===== src/rtl/gpu_scan_timing.sv =====
// Raster scan generator: pixel/line counters, visible-region coordinates,
// line/frame pulses and polarity-configurable syncs with a pipelined delay.
module gpu_scan_timing #(
  parameter int H_ACTIVE = 800,
  parameter int H_FP     = 40,
  parameter int H_SYNC   = 128,
  parameter int H_BP     = 88,
  parameter int V_ACTIVE = 600,
  parameter int V_FP     = 1,
  parameter int V_SYNC   = 4,
  parameter int V_BP     = 23,
  parameter int H_POL    = 1,
  parameter int V_POL    = 1,
  parameter int PIPE_LAT = 1
) (
  input  logic       clk,
  input  logic       rst_n,
  input  logic       pix_ce,
  output logic [9:0] row,
  output logic [9:0] col,
  output logic       active,
  output logic       line_start,
  output logic       frame_start,
  output logic       hsync_out,
  output logic       vsync_out,
  output logic       de_out
);

  localparam int H_TOTAL = H_ACTIVE + H_FP + H_SYNC + H_BP;
  localparam int V_TOTAL = V_ACTIVE + V_FP + V_SYNC + V_BP;

  localparam logic [10:0] H_LAST   = 11'(H_TOTAL - 1);
  localparam logic [10:0] V_LAST   = 11'(V_TOTAL - 1);
  localparam logic [10:0] H_ACT_C  = 11'(H_ACTIVE);
  localparam logic [10:0] V_ACT_C  = 11'(V_ACTIVE);
  localparam logic [10:0] HS_START = 11'(H_ACTIVE + H_FP);
  localparam logic [10:0] HS_END   = 11'(H_ACTIVE + H_FP + H_SYNC);
  localparam logic [10:0] VS_START = 11'(V_ACTIVE + V_FP);
  localparam logic [10:0] VS_END   = 11'(V_ACTIVE + V_FP + V_SYNC);
  localparam logic        HS_ON    = (H_POL != 0);
  localparam logic        VS_ON    = (V_POL != 0);

  // Coordinates are 10 bits and counters 11 bits; anything wider cannot be represented.
  if (H_ACTIVE > 1024 || V_ACTIVE > 1024) begin : g_chk_active
    $error("gpu_scan_timing: H_ACTIVE/V_ACTIVE must be <= 1024");
  end
  if (H_TOTAL > 2047 || V_TOTAL > 2047) begin : g_chk_total
    $error("gpu_scan_timing: H_TOTAL/V_TOTAL must be <= 2047");
  end
  if (PIPE_LAT < 0 || PIPE_LAT > 7) begin : g_chk_lat
    $error("gpu_scan_timing: PIPE_LAT must be in 0..7");
  end

  logic [10:0] r_h_cnt;
  logic [10:0] r_v_cnt;
  logic [9:0]  r_row;
  logic [9:0]  r_col;
  logic        r_active;
  logic        r_line_start;
  logic        r_frame_start;
  logic        r_hsync;
  logic        r_vsync;

  logic w_h_wrap;
  logic w_v_wrap;
  logic w_vis;
  logic w_hs;
  logic w_vs;

  assign w_h_wrap = (r_h_cnt == H_LAST);
  assign w_v_wrap = (r_v_cnt == V_LAST);
  assign w_vis    = (r_h_cnt < H_ACT_C) && (r_v_cnt < V_ACT_C);
  assign w_hs     = (r_h_cnt >= HS_START) && (r_h_cnt < HS_END);
  assign w_vs     = (r_v_cnt >= VS_START) && (r_v_cnt < VS_END);

  // Horizontal and vertical position counters.
  always_ff @(posedge clk or negedge rst_n) begin
    if (!rst_n) begin
      r_h_cnt <= 11'd0;
      r_v_cnt <= 11'd0;
    end else if (pix_ce) begin
      if (w_h_wrap) begin
        r_h_cnt <= 11'd0;
        r_v_cnt <= w_v_wrap ? 11'd0 : r_v_cnt + 11'd1;
      end else begin
        r_h_cnt <= r_h_cnt + 11'd1;
      end
    end
  end

  // Decode of the pixel the counters hold at this edge; pulses drop when pix_ce is low.
  always_ff @(posedge clk or negedge rst_n) begin
    if (!rst_n) begin
      r_row         <= 10'd0;
      r_col         <= 10'd0;
      r_active      <= 1'b0;
      r_line_start  <= 1'b0;
      r_frame_start <= 1'b0;
      r_hsync       <= ~HS_ON;
      r_vsync       <= ~VS_ON;
    end else if (pix_ce) begin
      r_row         <= w_vis ? r_v_cnt[9:0] : 10'd0;
      r_col         <= w_vis ? r_h_cnt[9:0] : 10'd0;
      r_active      <= w_vis;
      r_line_start  <= w_vis && (r_h_cnt == 11'd0);
      r_frame_start <= (r_h_cnt == 11'd0) && (r_v_cnt == 11'd0);
      r_hsync       <= w_hs ? HS_ON : ~HS_ON;
      r_vsync       <= w_vs ? VS_ON : ~VS_ON;
    end else begin
      r_line_start  <= 1'b0;
      r_frame_start <= 1'b0;
    end
  end

  assign row         = r_row;
  assign col         = r_col;
  assign active      = r_active;
  assign line_start  = r_line_start;
  assign frame_start = r_frame_start;

  if (PIPE_LAT == 0) begin : g_nopipe
    assign hsync_out = r_hsync;
    assign vsync_out = r_vsync;
    assign de_out    = r_active;
  end else begin : g_pipe
    logic [PIPE_LAT-1:0] r_hs_pipe;
    logic [PIPE_LAT-1:0] r_vs_pipe;
    logic [PIPE_LAT-1:0] r_de_pipe;

    // Delay line matching the downstream registered layer-composite latency.
    always_ff @(posedge clk or negedge rst_n) begin
      if (!rst_n) begin
        r_hs_pipe <= {PIPE_LAT{~HS_ON}};
        r_vs_pipe <= {PIPE_LAT{~VS_ON}};
        r_de_pipe <= {PIPE_LAT{1'b0}};
      end else if (pix_ce) begin
        r_hs_pipe[0] <= r_hsync;
        r_vs_pipe[0] <= r_vsync;
        r_de_pipe[0] <= r_active;
        for (int i = 1; i < PIPE_LAT; i++) begin
          r_hs_pipe[i] <= r_hs_pipe[i-1];
          r_vs_pipe[i] <= r_vs_pipe[i-1];
          r_de_pipe[i] <= r_de_pipe[i-1];
        end
      end
    end

    assign hsync_out = r_hs_pipe[PIPE_LAT-1];
    assign vsync_out = r_vs_pipe[PIPE_LAT-1];
    assign de_out    = r_de_pipe[PIPE_LAT-1];
  end

endmodule


===== config.mk =====
export PLATFORM = sky130hd
export DESIGN_NAME = gpu_scan_timing
export DESIGN_NICKNAME = d
export VERILOG_FILES = /design/src/rtl/gpu_scan_timing.sv
export SDC_FILE = /design/constraint.sdc
export NUM_CORES = 1
export LEC_CHECK = 0
export CELL_PAD_IN_SITES_DETAIL_PLACEMENT = 0
export CELL_PAD_IN_SITES_GLOBAL_PLACEMENT = 1
export CORE_UTILIZATION = 40
export CTS_BUF_LIST = sky130_fd_sc_hd__clkbuf_4
export DETAILED_ROUTE_END_ITERATION = 7
export PLACE_DENSITY = 0.81
export SETUP_SLACK_MARGIN = 0.2
export SYNTH_ARGS = -nofsm -noshare
export SYNTH_HDL_FRONTEND = slang
export SYNTH_SLANG_ARGS = --single-unit

===== constraint.sdc =====
create_clock -name clk -period 4.1 [get_ports clk]
set_clock_uncertainty 0.2 [all_clocks]
set_input_delay 0.82 -clock clk [delete_from_list [all_inputs] [get_ports clk]]
set_output_delay 0.82 -clock clk [all_outputs]
set_load 0.03 [all_outputs]

==> flow_summary.ini <==
; physical design summary
[cells_and_area]
flop_area_um2 = 1250
area_growth_pct = 15.5
sh_comb_area_pct = 35.1
n_all_buffers = 28
layout.cells.non_filler = 306
lay_top_count = dfrtp_1
seq_share_pct = 47.3
antenna_cells = 0
clock_buffers = 6
fin_area_um2 = 2640
area_share_nonclk_buffers_pct = 10.4
clk_share_pct = 2.22
seq_cell_count = 50
nMultiInputCombCells = 137

[worst_setup_path]
setup.worst_path.class = in -> reg
critical_path.max_fanout = 12
cp.buffers_inverters = 1
cp.required_ps = 4190
crit_end = r_v_cnt[5]
worstRegToRegCells = 4
r2r_start = r_h_cnt[7]
r2r_slack_ps = 1600
r2r-end = row[9]
worstSetupEndpointType = register
slowest_stage = clkdlybuf4s50_1

[synthesis]
ys_sh_adder_pct = 2.73
ys_sh_mux_pct = 2.35
async_flop_share_pct = 100
fp_nets = 222
syn-cell-area_um2 = 2290
top_area_cell = dfrtp_1
synthXorXnorAreaFrac_pct = 3.83
synth-edff-count = 0
aoi_share_pct = 14.7
ys_types = 39
yosysCellCount = 214
simple_gate_area_share_pct = 16.9
synthTopCellsByCount = dfrtp_1, a22o_1, nand2_1
top_cell = dfrtp_1
avgSynthCellArea_um2 = 10.7
logic_family = simple AND/OR/NAND/NOR gates
synth-area-yosys_um2 = 2290
ys_ff = 50

[clocking]
numCtsBuffers = 5
clk_pin_slew_worst_paths_ps = 140
cts.sinks = 50
cts_setup_buffers = 0
clockBufferDepth = 2
h-tree-depth = 2
cts_resized = 0
hold_buffers = 0

[sta]
slew_viol_final = 0
fmax_ghz = 0.338
hold_viol_final = 0
max-slew-margin-rel_pct = 28.6
fin_tns_setup_ps = 0
rsz0062_at_grt = false
min_period_ps = 2960
tightest_slew_ps = 1070

[pwr]
p_clk_share_pct = 26.0
p_comb_mw = 0.0821
p_total_mw = 0.875
power-top-group = sequential cells
seq_power_mw = 0.565
pg_clk_mw = 0.228
power.internal_mw = 0.622
p_comb_share_pct = 9.4

[grt]
grt_max_degree = 51
grt_overflow = 0
grt_util_met1_pct = 25.0
antenna_found_initial = 0
grt_pass1_wl_um = 7770
met3_usage_pct = 3.18
globalRouteMet2Util_pct = 23.8

[route]
dr_wl_met3_um = 172
highest_layer = met4
ant_nets = 0
drtIter0Drc = 125
drtPass1Iterations = 4
vias_per_cell = 5.45
vias = 1669
wl_met2_um = 2130
wl_per_cell_um = 15.2

[floorplan]
coreArea_um2 = 5510
die_y_um = 77.6
io-pin-count = 29
initial_utilization_pct = 41.6
num_tap_cells = 72
dieArea_um2 = 6030
fp.dieW_um = 77.6

[place]
place_inst = 298
placed_cell_area_um2 = 2580
gp_congestion = 0.808
io_buffers = 28

[job]
warning_count = 29

[status]
status = finished, final reports clean

[min_path]
min_from = r_hsync
whs_path_depth = 2
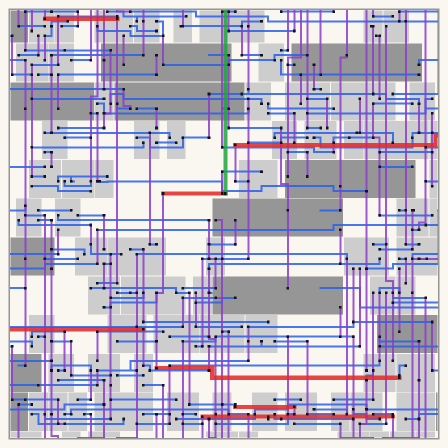
zoom.png
Window x 24 to 54, y 24 to 54 um. Cells in grey, sequential cells in the stronger grey; small squares are vias.
met2: marked purple. met1: marked blue. met4: marked green. met3: marked red.
Most frequent: nand2_1 (7), dfrtp_1 (7). 68 logic cells have their middle in the window. Netlist names of flops here include r_v_cnt (5), r_h_cnt (2). Sequential cells in the window: 7.

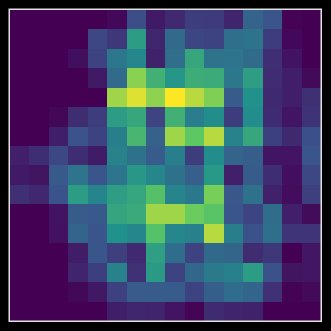
wire_density.png
Drawn at 4 px/um. 16 x 16 tiles, from dark purple (low) to yellow (high), scaled to the fullest tile. Values are wire area over tile area, all layers added.
16% of the tiles are over half the peak. 21% of the tiles are nearly empty. The fullest tile reaches 0.47.

Power is estimated from default activity; no workload was simulated.
